**src/rtl/yuv_ctrl_if.sv**
```systemverilog
// Handshake and status bundle between the RGB->YUV pixel controller and its requester.
// master drives requests; slave is the controller side.
interface yuv_ctrl_if #(
  parameter int unsigned CNT_W = 16
);
  logic             start;
  logic             clr_cnt;
  logic             ready;
  logic             busy;
  logic [14:0]      control;
  logic             done;
  logic             out_valid;
  logic [CNT_W-1:0] pix_cnt;

  modport master (
    output start, clr_cnt,
    input  ready, busy, control, done, out_valid, pix_cnt
  );

  modport slave (
    input  start, clr_cnt,
    output ready, busy, control, done, out_valid, pix_cnt
  );
endinterface

```
**src/rtl/yuv_ctrl.sv**
```systemverilog
// Sequencer for the RGB->YUV datapath: one pixel per 7 cycles, Moore control word,
// done/out_valid strobes and a wrapping completed-pixel counter.
module yuv_ctrl #(
  parameter int unsigned CNT_W = 16
) (
  input logic         clk,
  input logic         rst_n,
  yuv_ctrl_if.slave   bus
);

  typedef enum logic [2:0] {
    IDLE  = 3'd0,
    LOAD  = 3'd1,
    MUL_Y = 3'd2,
    ADD_Y = 3'd3,
    SUM_Y = 3'd4,
    SUM_U = 3'd5,
    SUM_V = 3'd6,
    DONE  = 3'd7
  } state_t;

  state_t           state, state_nxt;
  logic [14:0]      control;
  logic             out_valid_q;
  logic [CNT_W-1:0] pix_cnt_q;

  always_ff @(posedge clk or negedge rst_n) begin
    if (!rst_n) state <= IDLE;
    else        state <= state_nxt;
  end

  // Start is only looked at in IDLE/DONE, so it is ignored while busy.
  always_comb begin
    state_nxt = state;
    unique case (state)
      IDLE:    state_nxt = bus.start ? LOAD : IDLE;
      LOAD:    state_nxt = MUL_Y;
      MUL_Y:   state_nxt = ADD_Y;
      ADD_Y:   state_nxt = SUM_Y;
      SUM_Y:   state_nxt = SUM_U;
      SUM_U:   state_nxt = SUM_V;
      SUM_V:   state_nxt = DONE;
      DONE:    state_nxt = bus.start ? LOAD : IDLE;
      default: state_nxt = IDLE;
    endcase
  end

  // ROM address in [6:5] runs one state ahead of the stage consuming the coefficient.
  always_comb begin
    control = '0;
    unique case (state)
      LOAD:    control = 15'h7000;
      MUL_Y:   control = 15'h0E20;
      ADD_Y:   control = 15'h0DC0;
      SUM_Y:   control = 15'h5DCA;
      SUM_U:   control = 15'h1313;
      SUM_V:   control = 15'h2014;
      default: control = '0;
    endcase
  end

  always_ff @(posedge clk or negedge rst_n) begin
    if (!rst_n) begin
      out_valid_q <= 1'b0;
      pix_cnt_q   <= '0;
    end else begin
      out_valid_q <= (state == DONE);
      if (bus.clr_cnt)        pix_cnt_q <= '0;
      else if (state == DONE) pix_cnt_q <= pix_cnt_q + 1'b1;
    end
  end

  assign bus.control   = control;
  assign bus.ready     = (state == IDLE) || (state == DONE);
  assign bus.busy      = (state != IDLE) && (state != DONE);
  assign bus.done      = (state == DONE);
  assign bus.out_valid = out_valid_q;
  assign bus.pix_cnt   = pix_cnt_q;

endmodule

```
**src/flat_wrapper.sv**
```systemverilog
// flat-port wrapper written by rule: the top's interface ports become plain ports
module yuv_ctrl_flat 
#(
  parameter int unsigned CNT_W = 16
)
  (clk, rst_n, bus_start, bus_clr_cnt, bus_ready, bus_busy, bus_control, bus_done, bus_out_valid, bus_pix_cnt);
  yuv_ctrl_if #(.CNT_W(CNT_W)) bus_i ();
  input logic clk;
  input logic rst_n;
  input wire logic [$bits(bus_i.start)-1:0] bus_start;
  input wire logic [$bits(bus_i.clr_cnt)-1:0] bus_clr_cnt;
  output wire logic [$bits(bus_i.ready)-1:0] bus_ready;
  output wire logic [$bits(bus_i.busy)-1:0] bus_busy;
  output wire logic [$bits(bus_i.control)-1:0] bus_control;
  output wire logic [$bits(bus_i.done)-1:0] bus_done;
  output wire logic [$bits(bus_i.out_valid)-1:0] bus_out_valid;
  output wire logic [$bits(bus_i.pix_cnt)-1:0] bus_pix_cnt;
  assign bus_i.start = bus_start;
  assign bus_i.clr_cnt = bus_clr_cnt;
  assign bus_ready = bus_i.ready;
  assign bus_busy = bus_i.busy;
  assign bus_control = bus_i.control;
  assign bus_done = bus_i.done;
  assign bus_out_valid = bus_i.out_valid;
  assign bus_pix_cnt = bus_i.pix_cnt;
  yuv_ctrl #(.CNT_W(CNT_W)) u_core (.clk(clk), .rst_n(rst_n), .bus(bus_i));
endmodule
```
**config.mk**
```make
export PLATFORM = sky130hd
export DESIGN_NAME = yuv_ctrl_flat
export DESIGN_NICKNAME = d
export VERILOG_FILES = /design/src/rtl/yuv_ctrl_if.sv /design/src/rtl/yuv_ctrl.sv /design/src/flat_wrapper.sv
export SDC_FILE = /design/constraint.sdc
export NUM_CORES = 1
export LEC_CHECK = 0
export CELL_PAD_IN_SITES_DETAIL_PLACEMENT = 0
export CELL_PAD_IN_SITES_GLOBAL_PLACEMENT = 1
export CORE_UTILIZATION = 36
export CTS_BUF_LIST = sky130_fd_sc_hd__clkbuf_4
export DETAILED_ROUTE_END_ITERATION = 8
export GPL_TIMING_DRIVEN = 0
export PLACE_DENSITY = 0.91
export SLEW_MARGIN = 10
export SYNTH_ARGS = -nofsm -noshare
export SYNTH_HDL_FRONTEND = slang
export SYNTH_SLANG_ARGS = --single-unit
```
**constraint.sdc**
```tcl
create_clock -name clk -period 4 [get_ports clk]
set_input_delay 0.8 -clock clk [delete_from_list [all_inputs] [get_ports clk]]
set_output_delay 0.8 -clock clk [all_outputs]
set_load 0.01 [all_outputs]
```
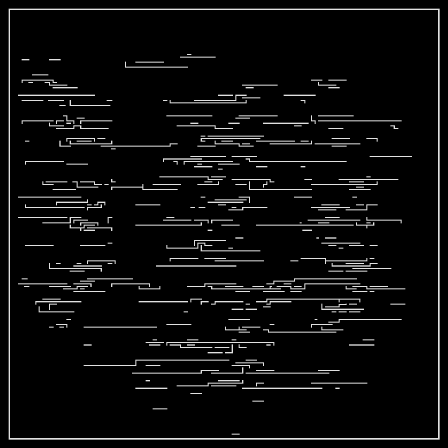
**Above:** met1 routing.
The layer carries 1030 um of wire. The longest straight run is 14.3 um. The layer holds 42% of the routed length. 137 nets have wire on it.

==> qor.yml <==
critical_path:
  r2r_setup_slack_ns: 2.14
  critical_path.slowest_cell: "clkdlybuf4s50_1"
  critPathBufInv: 3
  cp_max_fo: 10
  rr_endpoint: "u_core.bus.pix_cnt[14]"
  endpoint: "bus_control[11]"
  timing.critical_path.slowest_cell_delay_ns: 0.52
synth:
  post_synth_main_area_contributors: "dfrtp_1, nor2_1, xor2_1"
  post_synth_main_logic_family: "simple AND/OR/NAND/NOR gates"
  post-synth-top-count-cell: "dfrtp_1"
  synth_largest_type_area_fraction_pct: 45.8
  synthesis.area_per_instance_um2: 8.96
  ys_sh_simple_pct: 27.5
place:
  place_worst_setup_slack_ns: 1.17
  cell_area_reported_after_detailed_placement_um2: 1500
drt:
  drc_errors: 0
  route.met3.wl_um: 209
  avgViaCountPerCell: 5.23
  first_pass_iters: 3
  dr.max_layer_used: "met4"
  route.detailed.wl_per_inst_um: 12.6
global_routing:
  first_global_vias: 985
  grt_util_met2_pct: 28.7
  globalRouteMet3Util_pct: 4.54
  globalRoute.busiestLayer: "met2"
  grt_start_max_net_pins: 21
  groute.layer.met1.usage_pct: 18.9
  grtUsageTotal_pct: 16.4
clock_tree:
  post_cts.resized_instances: 0
  clock_pin_transition_on_the_worst_setup_and_hold_timing_paths_ns: 0.11
  numClockSinks: 20
  ctsHoldBuffers: 0
  clock_tree_buf_depth: 2
floorplanning:
  core_um2: 2810
  cell_rows: 19
  initial_utilization_pct: 39.0
  floorplan.die.width_um: 57.1
finish:
  sh_seq_area_pct: 32.7
  final-nonclk-buf-share_pct: 27.7
  antenna_cells_inserted: 0
  layout.clock.cell_area_share_pct: 1.72
  area_taken_by_multi_input_logic_gates_um2: 514
  comb_area_share_pct: 33.6
  multi_input_combinational_cell_count: 87
  fillers: 274
  nClkBuffers: 3
final_timing:
  fmaxAchievable_mhz: 315
  grt_setup_unrepaired: "false"
  final_number_of_max_transition_violations: 0
  setup_slack_ns: 0.830
  finalWorstPathRequiredPeriod_ns: 3.17
job:
  maxCapViolations: 0
  openroad.warnings: 26
run_status:
  outcome: "finished clean"
worst_hold_path:
  hold_depth: 2
  hold_end: "u_core.bus.pix_cnt[15]"
pwr:
  static-leakage-power_uw: 0.000651
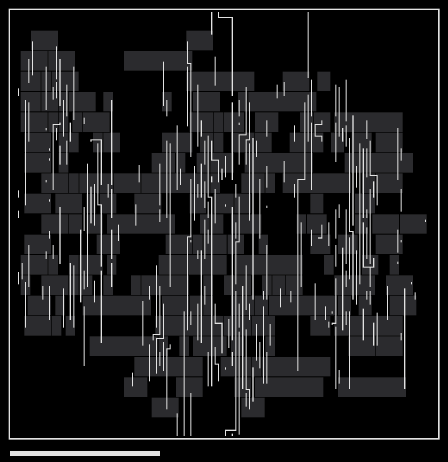
**Above:** metal 2.
Scale bar: 20 um.
The longest straight run is 25.5 um. 148 nets have wire on it. The layer carries 1170 um of wire. The wires run mostly vertical. The layer holds 48% of the routed length.

==> layout by cell type (no fill, tap or decap), types with 2 or more instances in the layout <==
cell / instances
and4_1: 2
xnor2_1: 5
buf_6: 2
clkdlybuf4s50_1: 37
or3_1: 2
o31ai_1: 4
nand4_1: 3
nand2_1: 14
clkbuf_1: 4
a21oi_1: 8
nor2_1: 17
o21ai_0: 4
or4_1: 4
nand3_1: 5
clkbuf_4: 3
xor2_1: 7
dfrtp_1: 20
nand2b_1: 2
inv_1: 6
buf_4: 2
==> power breakdown <==
group	internal (uW)	leakage [uW]	switching [uW]
registers	227	0.000272	22.7
clock network	36.5	0.0000154	62.9
logic	314	0.000364	261
total	578	0.000651	347
Power figures rest on the tool's default switching activity, not on a simulated workload.
